File: src/rtl/datain_capture_fifo_if.sv
// datain_capture_fifo_if: flit capture, read-out and status signals of the ejection-port capture buffer.
interface datain_capture_fifo_if #(
  parameter int FLIT_W = 20,
  parameter int TAG_W  = 4,
  parameter int DEPTH  = 64,
  parameter int CNT_W  = 16
);
  localparam int AW = $clog2(DEPTH);
  logic                    in_valid;
  logic                    in_ready;
  logic [FLIT_W-1:0]       datain;
  logic [FLIT_W-TAG_W-1:0] read;
  logic                    rd_en;
  logic [FLIT_W-1:0]       rd_data;
  logic                    rd_valid;
  logic [AW:0]             count;
  logic                    empty;
  logic                    state;
  logic                    overflow;
  logic [CNT_W-1:0]        rx_cnt;
  modport slave (
    input  in_valid, datain, rd_en,
    output in_ready, read, rd_data, rd_valid, count, empty, state, overflow, rx_cnt
  );
  modport master (
    output in_valid, datain, rd_en,
    input  in_ready, read, rd_data, rd_valid, count, empty, state, overflow, rx_cnt
  );
endinterface

File: src/rtl/datain_capture_fifo.sv
// datain_capture_fifo: circular flit store at a NoC ejection port, ring-overwrite or backpressured FIFO.
module datain_capture_fifo #(
  parameter int FLIT_W    = 20,
  parameter int TAG_W     = 4,
  parameter int DEPTH     = 64,
  parameter int WRAP_MODE = 1,
  parameter int CNT_W     = 16
) (
  input logic clk,
  input logic rst,
  datain_capture_fifo_if.slave bus
);
  localparam int AW = $clog2(DEPTH);
  logic [FLIT_W-1:0] mem [DEPTH];
  logic [AW-1:0]     wr_ptr_q, wr_ptr_d, rd_ptr_q, rd_ptr_d;
  logic [AW:0]       count_q, count_d;
  logic              rd_valid_q, rd_valid_d, overflow_q, overflow_d;
  logic [FLIT_W-1:0] rd_data_q, rd_data_d;
  logic [CNT_W-1:0]  rx_cnt_q, rx_cnt_d;
  logic              full, wr, rd, drop;
  // wr_ptr == rd_ptr when full, so a drop advances both pointers together
  always_comb begin
    full       = count_q == (AW+1)'(DEPTH);
    wr         = bus.in_valid && bus.in_ready;
    rd         = bus.rd_en && count_q != '0;
    drop       = wr && !rd && full;
    wr_ptr_d   = wr ? wr_ptr_q + 1'b1 : wr_ptr_q;
    rd_ptr_d   = (rd || drop) ? rd_ptr_q + 1'b1 : rd_ptr_q;
    count_d    = (wr && !rd && !full) ? count_q + 1'b1 : (rd && !wr) ? count_q - 1'b1 : count_q;
    rd_valid_d = rd;
    rd_data_d  = rd ? mem[rd_ptr_q] : rd_data_q;
    overflow_d = overflow_q || drop || (WRAP_MODE == 0 && bus.in_valid && full);
    rx_cnt_d   = (wr && !(&rx_cnt_q)) ? rx_cnt_q + 1'b1 : rx_cnt_q;
  end
  always_ff @(posedge clk) begin
    if (rst) begin
      wr_ptr_q   <= '0;
      rd_ptr_q   <= '0;
      count_q    <= '0;
      rd_valid_q <= 1'b0;
      rd_data_q  <= '0;
      overflow_q <= 1'b0;
      rx_cnt_q   <= '0;
    end else begin
      wr_ptr_q   <= wr_ptr_d;
      rd_ptr_q   <= rd_ptr_d;
      count_q    <= count_d;
      rd_valid_q <= rd_valid_d;
      rd_data_q  <= rd_data_d;
      overflow_q <= overflow_d;
      rx_cnt_q   <= rx_cnt_d;
    end
  end
  always_ff @(posedge clk) begin
    if (!rst && wr) mem[wr_ptr_q] <= bus.datain;
  end
  assign bus.in_ready = (WRAP_MODE != 0) ? !rst : !full;
  assign bus.read     = bus.datain[FLIT_W-1:TAG_W];
  assign bus.rd_data  = rd_data_q;
  assign bus.rd_valid = rd_valid_q;
  assign bus.count    = count_q;
  assign bus.empty    = count_q == '0;
  assign bus.state    = full;
  assign bus.overflow = overflow_q;
  assign bus.rx_cnt   = rx_cnt_q;
endmodule

File: src/flat_wrapper.sv
// flat-port wrapper written by rule: the top's interface ports become plain ports
module datain_capture_fifo_flat 
#(
  parameter int FLIT_W    = 20,
  parameter int TAG_W     = 4,
  parameter int DEPTH     = 64,
  parameter int WRAP_MODE = 1,
  parameter int CNT_W     = 16
)
  (clk, rst, bus_in_valid, bus_datain, bus_rd_en, bus_in_ready, bus_read, bus_rd_data, bus_rd_valid, bus_count, bus_empty, bus_state, bus_overflow, bus_rx_cnt);
  datain_capture_fifo_if #(.FLIT_W(FLIT_W), .TAG_W(TAG_W), .DEPTH(DEPTH), .CNT_W(CNT_W)) bus_i ();
  input logic clk;
  input logic rst;
  input wire logic [$bits(bus_i.in_valid)-1:0] bus_in_valid;
  input wire logic [$bits(bus_i.datain)-1:0] bus_datain;
  input wire logic [$bits(bus_i.rd_en)-1:0] bus_rd_en;
  output wire logic [$bits(bus_i.in_ready)-1:0] bus_in_ready;
  output wire logic [$bits(bus_i.read)-1:0] bus_read;
  output wire logic [$bits(bus_i.rd_data)-1:0] bus_rd_data;
  output wire logic [$bits(bus_i.rd_valid)-1:0] bus_rd_valid;
  output wire logic [$bits(bus_i.count)-1:0] bus_count;
  output wire logic [$bits(bus_i.empty)-1:0] bus_empty;
  output wire logic [$bits(bus_i.state)-1:0] bus_state;
  output wire logic [$bits(bus_i.overflow)-1:0] bus_overflow;
  output wire logic [$bits(bus_i.rx_cnt)-1:0] bus_rx_cnt;
  assign bus_i.in_valid = bus_in_valid;
  assign bus_i.datain = bus_datain;
  assign bus_i.rd_en = bus_rd_en;
  assign bus_in_ready = bus_i.in_ready;
  assign bus_read = bus_i.read;
  assign bus_rd_data = bus_i.rd_data;
  assign bus_rd_valid = bus_i.rd_valid;
  assign bus_count = bus_i.count;
  assign bus_empty = bus_i.empty;
  assign bus_state = bus_i.state;
  assign bus_overflow = bus_i.overflow;
  assign bus_rx_cnt = bus_i.rx_cnt;
  datain_capture_fifo #(.FLIT_W(FLIT_W), .TAG_W(TAG_W), .DEPTH(DEPTH), .WRAP_MODE(WRAP_MODE), .CNT_W(CNT_W)) u_core (.clk(clk), .rst(rst), .bus(bus_i));
endmodule
File: config.mk
export PLATFORM = sky130hd
export DESIGN_NAME = datain_capture_fifo_flat
export DESIGN_NICKNAME = d
export VERILOG_FILES = /design/src/rtl/datain_capture_fifo_if.sv /design/src/rtl/datain_capture_fifo.sv /design/src/flat_wrapper.sv
export SDC_FILE = /design/constraint.sdc
export NUM_CORES = 1
export LEC_CHECK = 0
export CORE_MARGIN = 1.5
export CORE_UTILIZATION = 50
export DETAILED_ROUTE_END_ITERATION = 8
export HOLD_SLACK_MARGIN = 0.05
export PLACE_DENSITY = 0.66
export SETUP_SLACK_MARGIN = 0.4
export SLEW_MARGIN = 20
export SYNTH_ARGS = -nofsm -noshare
export SYNTH_HDL_FRONTEND = slang
export SYNTH_SLANG_ARGS = --single-unit
File: constraint.sdc
create_clock -name clk -period 5.15 [get_ports clk]
set_input_delay 1.03 -clock clk [delete_from_list [all_inputs] [get_ports clk]]
set_output_delay 1.03 -clock clk [all_outputs]
set_load 0.02 [all_outputs]
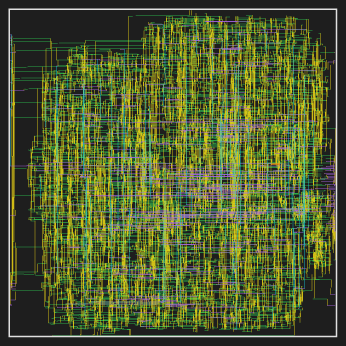
Run 1: routed metal, one colour a layer
Drawn at 1 px/µm.
layer	colour	wire length
met2	yellow	60.9 mm
met1	green	50.2 mm
met3	purple	10700 µm
met4	cyan	5570 µm
met5	orange	7.40 µm
Wirelength per Cell: 30.99 µm
final wirelength: 127400 µm

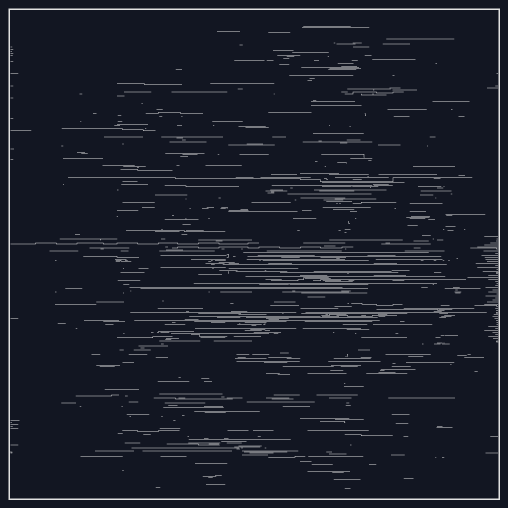
Run 1: M3 wires
Drawn at 1.5 px/µm.
longest straight run	163 µm
nets with wire on the layer	380
main direction	horizontal
wire length on this layer	10700 µm
grt met3 use: 6.126%
total number of vias: 25101

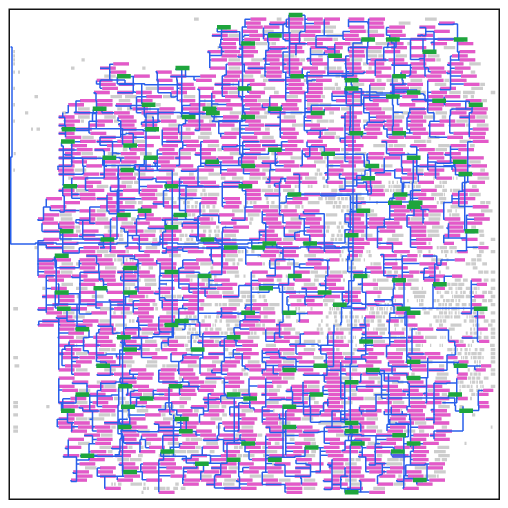
Run 1: clock network drawn from the DEF
Drawn at 1.5 px/µm.
[flip-flops] magenta | count: 1337
[cells driving clock nets] green | count: 136
[clock wires] blue | length: 14300 µm
routed clock nets	137
flops lie	widely spread
Clock group: 9.34 mW
clock skew: 27.86 ps
clock power share: 37.2%
Latency at later pin: 750 ps

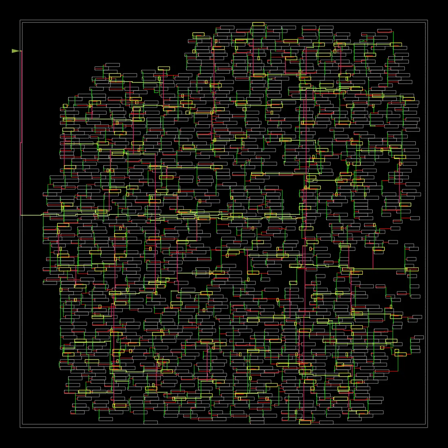
Run 1: clock routing
final sequential cell count: 1337
clock buffers: 171

==> results_slide.txt, run 1 <==
Implementation Results

Pwr
  – Switching share of power: roughly 25%
  – NetSw: roughly 6.3 mW
  – Sequential power: ~12 mW
  – Leakage Power: 17.98 nW
  – Comb pwr share: 13.9%
  – Top power group: sequential cells
  – Maximum VDD drop: ~0.00037 V
  – Tot Pwr: about 25 mW
  – Power Combinational: 3.48 mW

Clock tree
  – H-tree depth: 4
  – Max clock buf depth: 3
  – Worst-path clk slew: ~50 ps
  – Clock Sinks: 1337
  – Setup repair bufs after CTS: 0
  – Cts bufs inserted: 136
  – CTS tree: built

STA
  – Min Tclk post-route: between 3000 and 4000 ps
  – Final worst setup slack: between 1000 and 1500 ps
  – Max Clock Freq: roughly 0.25 GHz
  – Tcrit/Tclk final: a little under 80%
  – Slew @ Worst Pin: between 1000 and 1500 ps
  – Max Slew Vio Count: 0
  – Final setup viols: 0
  – Worst hold slack: slightly below 500 ps

Setup path
  – Cells along the critical path: clkdlybuf4s50_1, nor2b_1, nand4b_1, nor2_2, buf_4
  – Critical Path Max Stage Delay: 780 ps
  – Critical path buffers and inverters: 2
  – Critical-path maximum fanout: 13
  – CP startpoint: bus_in_valid
  – Worst path top cell family by delay: simple AND/OR/NAND/NOR gates
  – Worst reg2reg path depth: 7
  – Crit path launch type: input pin
  – FF-to-FF setup slack: around 1200 ps
  – Critical Path RT: 5580 ps
  – Crit. path cell count: 5
  – Crit path max-delay cell type: nor2_2
  – Worst r2r dst: u_core.bus.rd_data[17]

Layout
  – Core Util, Final: ~57%
  – Seq/total area: between 60% and 70%
  – Top Layout Cells: edfxtp_1, mux4_2, mux2i_1
  – Largest register FFs: ~1300
  – Layout cell share with drive strength beyond 1: between 20% and 30%
  – Seq. cell area: between 30000 and 40000 µm²
  – Comb. cell area: around 12000 µm²
  – Comb/total area: about 20%
  – Layout clock area frac: roughly 7%
  – Comb_multi_in: 927
  – Non-clock buffers: 215
  – P&R area growth vs syn: 14.00%
  – Inverter count: 8
  – Largest cell class by area: sequential cells

Min path
  – Number of cells on the worst hold path: 2
  – Hold Startpoint: u_core.bus.overflow
  – Worst hold path endpoint: u_core.bus.overflow
  – Hold crit path type: register to register

Synth
  – Synth Warn #: 0
  – Top cell area share: 73.85%
  – Synth Area in XOR/XNOR: less than 1%
  – Post-Synth Adder-Cell Area: less than 1%
  – Most frequent cell after synthesis: edfxtp_1
  – Post-synth regs: between 1000 and 1500
  – Synth Seq Share: around 76%
  – Yosys Chip Area: between 50000 and 60000 µm²
  – Synth cell types: roughly 62
  – Top cells by area: edfxtp_1, mux4_2, mux2i_1, dfxtp_1, nor2_1
  – Synth Area in Simple Gates: approximately 2.6%
  – Ao+oa area frac: under 10%
  – Yosys cell count: around 2400
  – Logic family by area: multiplexers
  – Top cells by count: edfxtp_1, mux4_2, mux2i_1
  – Area leader, netlist: edfxtp_1

Die
  – Die Area: 106000 µm²
  – Taps Inserted: about 1400
  – Boundary pin count: 88
  – Core region area: around 100000 µm²

Drt
  – Met3 WL: around 11000 µm
  – TritonRoute pass-1 iters: 5
  – M1 WL: approximately 50000 µm
  – # DRC: 0
  – DRT antenna net count: 0
  – Vias per cell: around 6.1

Global routing
  – Grt met1 use: roughly a third
  – Grt ovf: 0
  – GRT Max-Usage Layer: met2
  – Grt met2 use: roughly 38%
  – Largest net degree at the start of global routing: 65
  – Vias in the first global route: between 20000 and 30000

Placed design
  – I/O Buffers: just under 90
  – DP HPWL: just under 80000 µm
  – Inst Count DP: ~3900

Outcome
  – Outcome: finished, final reports clean
==> inputs of run 2 (changes only) <==
==> constraint.sdc (replaced) <==
create_clock -name clk -period 4 [get_ports clk]
set_input_delay 0.8 -clock clk [delete_from_list [all_inputs] [get_ports clk]]
set_output_delay 0.8 -clock clk [all_outputs]
set_load 0.02 [all_outputs]
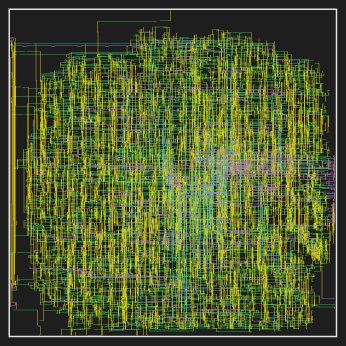
Run 2: routed metal, one colour a layer
Drawn at 1 px/µm.
layer	colour	wire length
met2	yellow	61.0 mm
met3	purple	10600 µm
met4	cyan	4600 µm
met1	green	50.6 mm
gr usage total: 24.07%
final wirelength: 126800 µm
Wirelength per Cell: 30.62 µm
total number of vias: 25432

==> run 2 against run 1 <==
Compared with the run above:
- count of clock-buffer cells in the layout increased by 8
- die area unchanged
- via count increased by 1.3%
- setup slack got worse by 560 ps
- routed wire length decreased by 0.48%
- register-to-register slack got worse by 380 ps
- synthesized area unchanged
- utilization increased by 0.25 points
- first-iteration DRC count increased by 27%
- non-clock buffer count increased by 31
- sequential share of layout area decreased by 0.29 points
- power increased by 29%
- critical endpoint is now bus_empty
==> results_slide.txt, run 2 <==
Implementation Results

Synth
  – Synth Area in Simple Gates: between 2 and 3%
  – Post-Synth Adder-Cell Area: less than 1%
  – Yosys cell count: between 2000 and 2500
  – Area leader, netlist: edfxtp_1
  – Yosys Chip Area: roughly 52000 µm²
  – Synth Seq Share: roughly three quarters
  – Post-synth regs: about 1300
  – Most frequent cell after synthesis: edfxtp_1
  – Top cell area share: about three quarters
  – Top cells by count: edfxtp_1, mux4_2, mux2i_1
  – Synth cell types: roughly 62

Setup path
  – Crit path launch type: register
  – Worst path top cell family by delay: simple AND/OR/NAND/NOR gates
  – Critical path buffers and inverters: 1
  – Critical Path Max Stage Delay: 660 ps
  – Critical Path Sink Type: primary output
  – Crit path max-delay cell type: or4_4
  – Worst reg2reg path depth: 9
  – CP startpoint: u_core.bus.count[0]
  – Critical Path RT: 3200 ps
  – Critical-path maximum fanout: 6
  – Cells along the critical path: or4_4, nor2_2, clkdlybuf4s50_1

Min path
  – Number of cells on the worst hold path: 1
  – Hold crit path type: input pin to register
  – Worst hold path endpoint: u_core.mem[10][16]

Layout
  – Core Util, Final: ~58%
  – P&R area growth vs syn: 14.51%
  – Seq/total area: between 60% and 70%
  – Seq. cell area: approximately 40000 µm²
  – Inverter count: 8
  – Top Layout Cells: edfxtp_1, mux4_2, clkbuf_16
  – Final sequential cell count: roughly 1300
  – Largest cell class by area: sequential cells
  – Largest register FFs: 1280
  – Comb/total area: between 15 and 20%
  – Layout clock area frac: under 10%
  – Clock buffers: between 150 and 200
  – Comb_multi_in: between 900 and 1000
  – Layout cell share with drive strength beyond 1: between 20 and 30%

Die
  – Boundary pin count: between 80 and 90
  – Taps Inserted: ~1400
  – Die Area: about 110000 µm²

Clock tree
  – Latency at later pin: 750 ps
  – H-tree depth: 4
  – Setup repair bufs after CTS: 0
  – Clock Sinks: around 1300
  – CTS tree: built
  – Cts bufs inserted: approximately 140

Pwr
  – NetSw: roughly 8.0 mW
  – Clock power share: between 30% and 40%
  – Sequential power: 15.8 mW
  – Maximum VDD drop: 0.0004454 V
  – Power Combinational: about 4.6 mW
  – Clock group: 12.1 mW
  – Comb pwr share: between 10% and 20%
  – Leakage Power: 18.13 nW
  – Tot Pwr: 32.43 mW

Drt
  – TritonRoute pass-1 iters: 5
  – DRT antenna net count: 0
  – Vias per cell: 6.143
  – Met3 WL: 10550 µm
  – # DRC: 0
  – M1 WL: ~51000 µm

Flow run
  – Log Warnings: 27

Global routing
  – GRT Max-Usage Layer: met2
  – Grt met2 use: around two fifths
  – Grt ovf: 0
  – Vias in the first global route: between 20000 and 30000
  – Grt met1 use: 32.44%
  – Largest net degree at the start of global routing: 65

STA
  – Tcrit/Tclk final: roughly 85%
  – Final worst setup slack: roughly 600 ps
  – Max Clock Freq: 0.2941 GHz
  – Min Tclk post-route: roughly 3400 ps
  – Final setup viols: 0
  – Clock skew: 30.70 ps
  – Max Slew Vio Count: 0

Placed design
  – I/O Buffers: between 80 and 90
  – Inst Count DP: between 3000 and 4000

Outcome
  – Outcome: finished, final reports clean
Run 2, M3 wires:
Drawn at 1.5 px/µm.
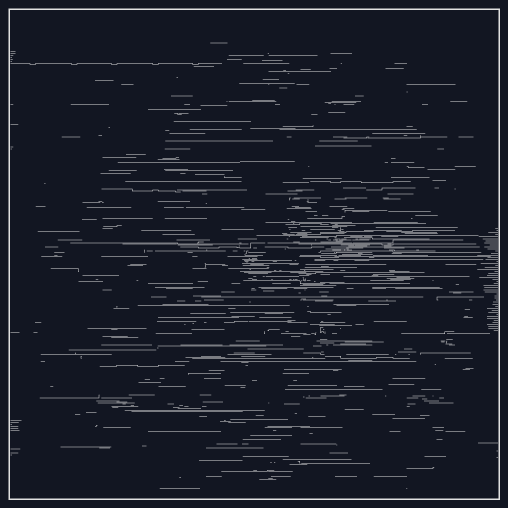

==> inputs of run 3 (changes only) <==
--- a/config.mk
+++ b/config.mk
@@ -9,7 +9,7 @@
 export CORE_UTILIZATION = 50
 export DETAILED_ROUTE_END_ITERATION = 8
 export HOLD_SLACK_MARGIN = 0.05
-export PLACE_DENSITY = 0.66
+export PLACE_DENSITY = 0.69
 export SETUP_SLACK_MARGIN = 0.4
 export SLEW_MARGIN = 20
 export SYNTH_ARGS = -nofsm -noshare
==> constraint.sdc (replaced) <==
create_clock -name clk -period 3 [get_ports clk]
set_input_delay 0.6 -clock clk [delete_from_list [all_inputs] [get_ports clk]]
set_output_delay 0.6 -clock clk [all_outputs]
set_load 0.02 [all_outputs]
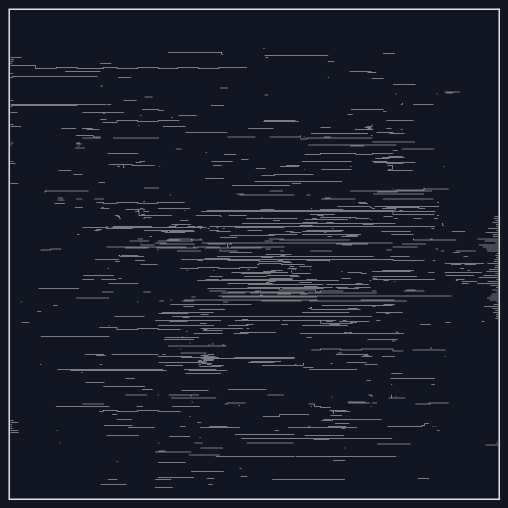
Run 3: M3 wires
Drawn at 1.5 px/µm.
main direction	horizontal
nets with wire on the layer	401
longest straight run	150 µm
share of all routed wire	8.0%
wire length on this layer	10200 µm
final wirelength: 127200 µm
total number of vias: 25784
grt met3 use: 5.243%

==> run 3 against run 2 <==
Compared with the run above:
- final cell count is 1.8% higher
- synthesized cell count stayed put
- final area is 2.6% higher
- clock power is 31% higher
- sequential power is 33% higher
- critical endpoint is now u_core.bus.count[6]
- routed wire length is 0.31% higher
==> results_slide.txt, run 3 <==
Implementation Results

STA
  – Min Tclk post-route: approximately 2600 ps
  – Tcrit/Tclk final: between 80% and 90%
  – Worst hold slack: ~200 ps
  – Max Slew Vio Count: 0
  – Hold Violations, Final: 0
  – RSZ-0062 raised after global routing: true
  – Clock skew: 19.91 ps
  – Max Clock Freq: 0.3823 GHz
  – Final worst setup slack: 384.1 ps
  – Slew @ Worst Pin: around 850 ps
  – Final setup viols: 0

Die
  – Taps Inserted: approximately 1400
  – Die Wd: around 330 µm
  – Boundary pin count: approximately 88
  – Die Area: 106000 µm²
  – Core region area: about 100000 µm²

Layout
  – P&R area growth vs syn: 17.51%
  – Non-clock buffers: between 300 and 400
  – Core Util, Final: between 50% and 60%
  – Comb. cell area: 12040 µm²
  – Seq. cell area: ~40000 µm²
  – Comb/total area: between 10% and 20%
  – Layout cell share with drive strength beyond 1: between 30% and 40%
  – Clock buffers: around 170
  – Final instance area: about 61000 µm²
  – Largest register FFs: ~1300
  – Inverter count: 8
  – Largest cell class by area: sequential cells
  – Top reg by flops: u_core.mem
  – Layout clock area frac: ~6.8%
  – Comb_multi_in: ~930
  – Final sequential cell count: between 1000 and 1500
  – Top Layout Cells: edfxtp_1, mux4_2, buf_4
  – Seq/total area: between 60% and 70%

Min path
  – Worst hold path endpoint: u_core.mem[10][11]
  – Hold crit path type: input pin to register
  – Hold Startpoint: bus_datain[11]
  – Number of cells on the worst hold path: 1

Synth
  – Top cell area share: approximately 74%
  – Yosys cell count: 2430
  – Ao+oa area frac: about 1.9%
  – Mux area share: between 10% and 20%
  – Synth Warn #: 0
  – Synth Seq Share: approximately three quarters
  – Post-synth regs: approximately 1300
  – Top cells by area: edfxtp_1, mux4_2, mux2i_1, dfxtp_1, nor2_1
  – Most frequent cell after synthesis: edfxtp_1
  – Yosys Chip Area: about 52000 µm²
  – Top cells by count: edfxtp_1, mux4_2, mux2i_1
  – Cell count after synthesis: around 2400
  – Synth Area in XOR/XNOR: less than 1%
  – Post-Synth Adder-Cell Area: 0.2308%
  – Synth Area in Simple Gates: under 10%
  – Synth cell types: roughly 62
  – Area leader, netlist: edfxtp_1
  – Logic family by area: multiplexers
  – Post-Syn Nets: roughly 2500

Clock tree
  – Post-CTS Resized: 23
  – Max clock buf depth: 3
  – Setup repair bufs after CTS: 2
  – H-tree depth: 4
  – CTS tree: built
  – Latency at later pin: around 750 ps
  – Cts bufs inserted: around 130
  – Clock Sinks: 1337
  – Worst-path clk slew: ~60 ps

Pwr
  – Comb pwr share: between 15 and 20%
  – Clock power share: between 30% and 40%
  – Int Pwr: 32.86 mW
  – Maximum VDD drop: 0.0006347 V
  – Leakage Power: 18.73 nW
  – Seq pwr share: between 40% and 50%
  – Switching share of power: 24.82%
  – Clock group: 15.8 mW
  – Power Combinational: 6.89 mW
  – Top power group: sequential cells
  – NetSw: between 10 and 15 mW
  – Sequential power: between 20 and 25 mW
  – Tot Pwr: between 40 and 50 mW

Global routing
  – Gr usage total: roughly a quarter
  – Grt met1 use: about a third
  – Largest net degree at the start of global routing: approximately 66
  – Initial antenna violation count: 6
  – GRT Max-Usage Layer: met2
  – Grt ovf: 0
  – Global-route wire length before repair: roughly 180000 µm
  – Grt met2 use: about two fifths
  – Vias in the first global route: ~26000

Placed design
  – Inst Count DP: just under 4000
  – I/O Buffers: around 87
  – DP HPWL: a little under 80000 µm

Drt
  – Vias per cell: between 6 and 7
  – Met3 WL: between 10000 and 15000 µm
  – Wirelength per Cell: 30.18 µm
  – # DRC: 0
  – TritonRoute pass-1 iters: 7
  – DRT antenna net count: 0
  – M1 WL: ~50000 µm

Setup path
  – CP startpoint: u_core.bus.count[0]
  – Critical Path Max Stage Delay: 410 ps
  – FF-to-FF setup slack: between 300 and 400 ps
  – Worst r2r dst: u_core.bus.count[6]
  – Crit. path cell count: 9
  – Worst path top cell family by delay: AND-OR/OR-AND gates
  – Critical path buffers and inverters: 0
  – Critical Path RT: between 3000 and 4000 ps
  – Crit path launch type: register
  – Critical-path maximum fanout: 6
  – Critical Path Sink Type: register
  – Worst reg2reg path depth: 9
  – Crit path max-delay cell type: fa_2
  – Cells along the critical path: nor4_4, a21o_1, nand3_4, fa_2, a211oi_2, o21bai_1, a2111o_1, o211ai_1, a41oi_2

Outcome
  – Outcome: finished, final reports clean

Flow run
  – Log Warnings: 30
Power is estimated from default activity; no workload was simulated.
